==> config.mk <==
export PLATFORM = sky130hd
export DESIGN_NAME = emmc_cmd_engine
export DESIGN_NICKNAME = d
export VERILOG_FILES = /design/src/rtl/jedec_p.sv /design/src/rtl/emmc_crc7.sv /design/src/rtl/emmc_cmd_engine.sv
export SDC_FILE = /design/constraint.sdc
export NUM_CORES = 1
export LEC_CHECK = 0
export ABC_AREA = 1
export CAP_MARGIN = 15
export CORE_MARGIN = 8
export CORE_UTILIZATION = 28
export CTS_BUF_LIST = sky130_fd_sc_hd__clkbuf_2 sky130_fd_sc_hd__clkbuf_4 sky130_fd_sc_hd__clkbuf_8
export CTS_CLUSTER_DIAMETER = 30
export DETAILED_ROUTE_END_ITERATION = 16
export PLACE_DENSITY = 0.54
export SLEW_MARGIN = 30
export SYNTH_ARGS = -nofsm -noshare
export SYNTH_HDL_FRONTEND = slang
export SYNTH_SLANG_ARGS = --single-unit
export TNS_END_PERCENT = 50
==> constraint.sdc <==
create_clock -name clk_i -period 2.16 [get_ports clk_i]
set_input_delay 0.324 -clock clk_i [delete_from_list [all_inputs] [get_ports clk_i]]
set_output_delay 0.324 -clock clk_i [all_outputs]
set_load 0.05 [all_outputs]
**M4 wires**

Bar = 50 um. Supply wires on this layer in gray.
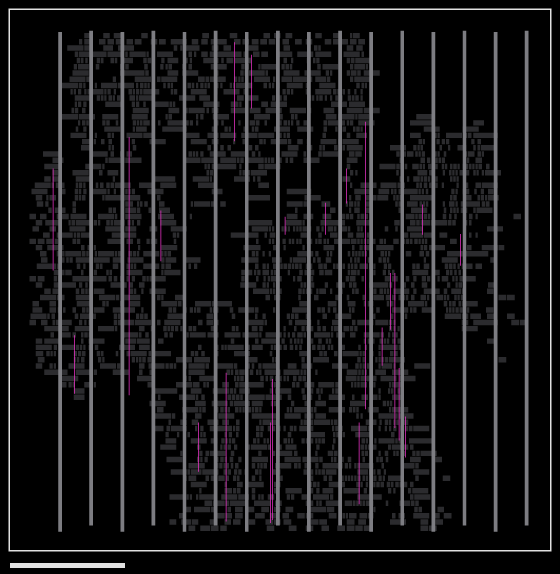
nets with wire on the layer: 16
share of all routed wire: 1.9%
main direction: vertical
longest straight run: 125 um
via count: 13,300
Routed WL: 44,300 um

**Signal wires on met1**

Supply wires on this layer in gray.
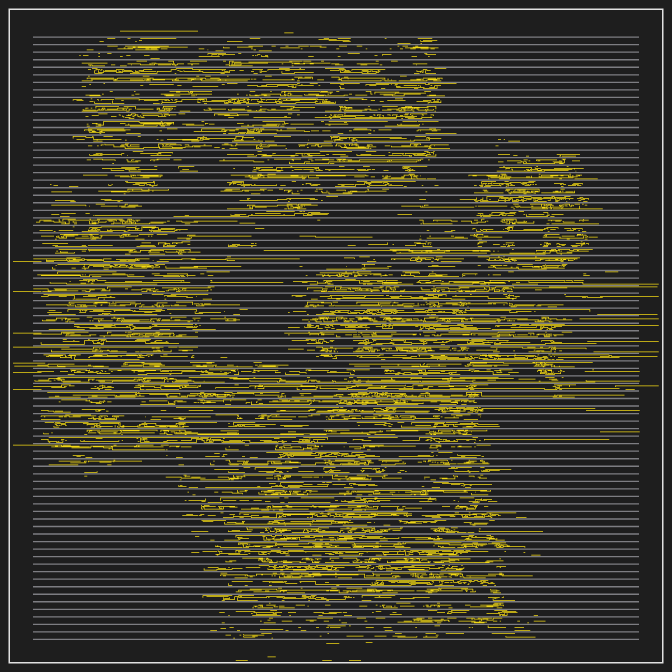
wire length on this layer: 20.3 mm
longest straight run: 81.4 um
GR Util met1: 19.8%

**Cell classes on the final placement**

Bar = 50 um. Fill, decap, tap and diode cells in gray.
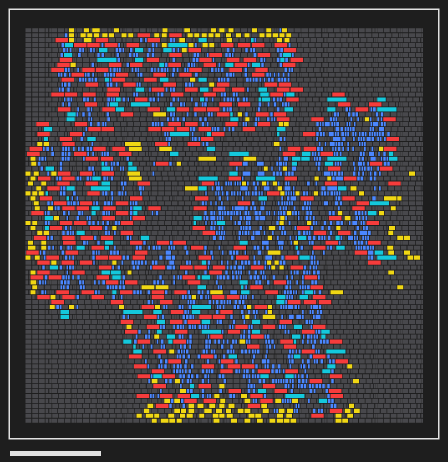
[cyan] clock drivers and dummy loads | cells: 150 | share of their area: 12%
[red] sequential cells | cells: 312 | share of their area: 36%
[yellow] remaining buffers and delay cells | cells: 233 | share of their area: 13%
[blue] combinational and other logic | cells: 1,478 | share of their area: 38%
Core Footprint: 47,600 sq um
Final Util: 38.0%
Seq/total area: 34.5%
finished layout cell area: 18,100 sq um
# rows: 80

**Routing congestion**

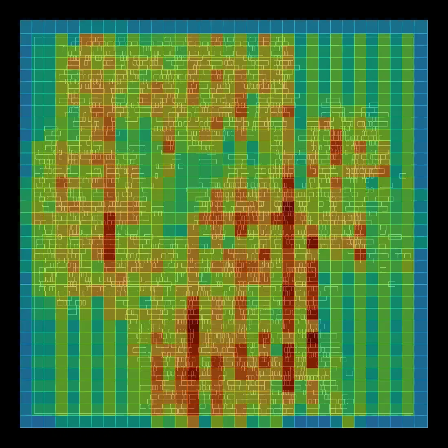
GRT Resource Usage Total: 15.3%
busiest grt layer: met2

==> Slide: Implementation Results <==
Flow Results at a Glance

Outcome
  • Status: complete, no violations

Detailed routing
  • Wire length on met2: 20,500 um
  • DRT iter0 DRCs: 1,043
  • DR WL/cell: 15.9 um
  • Met1 WL: 20,300 um
  • DRC: 0
  • Post-route ant nets: 0
  • First-pass iteration count of the detailed router: 5
  • Met3 WL: 2730 um
  • Highest routed layer: met4
  • Via/cell ratio: 4.78

Logic synthesis
  • Flops after synth: 312
  • YS chip area: 13,500 sq um
  • Post-synthesis adder-cell area fraction: 0.463%
  • XORs/XNORs by Area: 1.23%
  • Distinct cells, synth: 39
  • Cell area leaders: dfxtp_1 46%, nor2_1 9.9%, o21ai_0 9.2%
  • Mux share: 0%
  • Floorplan Nets: 1,964
  • Number of enable flip-flop cells: 0
  • Yosys warning tally: 0
  • Mapped Cells: 1,913
  • Average cell area after synthesis: 7.06 sq um
  • Largest area contributor in the netlist: dfxtp_1
  • Mapped Area: 13,500 sq um
  • Compound-Gate Fraction of Synth Area: 18.0%
  • Comb area leader: simple AND/OR/NAND/NOR gates
  • Dominant register cell: dfxtp_1
  • Post-synth top cells: 356 x nor2_1, 312 x dfxtp_1, 311 x nand2_1, 248 x o21ai_0, 212 x a21oi_1
  • Most common cell in the netlist: nor2_1
  • Basic Gates by Area: 25.9%
  • Area share, top type: 46.3%
  • Async set-reset flop share out of synthesis: 0%
  • Post-synthesis sequential area ratio: 46.3%
  • Ys cells: 1,913

Critical path
  • Levels on crit path: 1
  • Reg2Reg Depth: 12
  • Setup CP Type: reg -> out
  • Crit path DRT: 1.84 ns
  • CP delay by family, top: buffers and inverters
  • Critical Path Slowest Stage Cell: clkdlybuf4s50_1
  • Cells along the critical path: clkdlybuf4s50_1
  • CP startpoint kind: flop
  • Worst path bufs/invs: 1
  • Crit. End Element: output port
  • CP Data Arrival Time: 1.78 ns
  • Max FO, Critical Path: 2
  • Peak per-stage delay on the critical path: 0.82 ns
  • Flop-to-flop setup slack: 0.15 ns

Clock network
  • H-tree depth: 3
  • Setup Fix Bufs, Post-CTS: 0
  • CTS buffer count: 81
  • Cts hold-fix bufs: 0
  • Clock-pin slew on the worst setup and hold paths: 0.05 ns
  • Clock tree buffer depth: 3
  • CTS tree: yes
  • CTS resizes: 108
  • Clock latency on the worst-skew pair: 0.64 ns
  • Clock Root Buffer: clkbuf_8
  • CTS sink cnt: 312

Place
  • HPWL after detailed placement: 29,000 um
  • Placed cell area: 16,000 sq um
  • I/O Buffers: 180
  • Placed Cells: 2,635
  • Gpl congestion: 0.851
  • Post-Place Worst Slack: 0.0912 ns

Die
  • FP Util: 28.3%
  • Io pins: 181
  • Die Width: 236 um
  • Die height: 236 um
  • N_taps: 615
  • Chip area: 55,500 sq um

Power
  • Maximum VDD drop: 0.000731 V
  • Comb pwr share: 35.9%
  • Reg power frac: 30.5%
  • Seq group: 0.00870 W
  • Clock-net power: 0.00957 W
  • Power density over the cells: 1570 nW/um^2
  • Sw Share: 40.0%
  • P_leak: 7.80 nW
  • Pint: 0.0171 W
  • Final Total Pwr: 0.0285 W
  • Comb pwr: 0.0102 W
  • Net Sw Power: 0.0114 W
  • Power share of the clock group: 33.6%
  • Pwr top: combinational cells

Timing
  • TNS Setup: 0 ns
  • Worst-Margin Slew: 0.660 ns
  • Period utilization: 97.5%
  • Hold Fails Final Rpt: 0
  • Slew headroom: 56.0%
  • RSZ-0062 raised after global routing: yes
  • Fin. max-slew vios: 0
  • Hold Slack: 0.155 ns
  • Final clock skew: 0.0256 ns
  • Fmax: 0.475 GHz
  • Setup slack after layout: 0.0551 ns
  • Final count of negative-setup-slack endpoints: 0
  • Min Clock Period, post-route: 2.10 ns

GRT
  • Vias in the first global route: 12,800
  • Largest net degree at the start of global routing: 129
  • Met2 Usage GRT: 24.5%
  • Initial antenna violation count: 1
  • Grt ovf: 0
  • M3 GR Usage: 3.77%
  • First-pass GRT wire length: 70,300 um

Layout
  • Logic share of the area: 34.3%
  • ClkCell Share: 11.7%
  • Layout cells sized above 1: 11.2%
  • Number of non-clock buffers: 233
  • Nonclk inv count: 123
  • Final Instance Count excl. Fillers: 2,789
  • Largest cell class: flip-flops and latches
  • Clock buffers: 108
  • Most numerous logic cell after layout: nor2_1
  • Fillcell total: 4,987
  • Max FFs per register: 128
  • Antenna Cells: 1
  • Comb gates: 1,355
  • Non-clk buf share: 12.7%
  • Reg area: 6250 sq um
  • Flip-flops: 312
  • # nets final: 2,157
  • Synth-to-Final Area Change: 34.1%
  • Logic area: 6200 sq um
  • Most frequent cells in the layout: 354 x nor2_1, 310 x nand2_1, 309 x dfxtp_1, 248 x o21ai_0, 212 x a21oi_1

Hold path
  • Type of the worst min-delay path: in -> reg
  • Hold-critical path depth: 4

Flow run
  • Max cap viols: 0
  • Number of OpenROAD warnings: 33
No activity file was given, so power comes from the tool's default toggle rates.
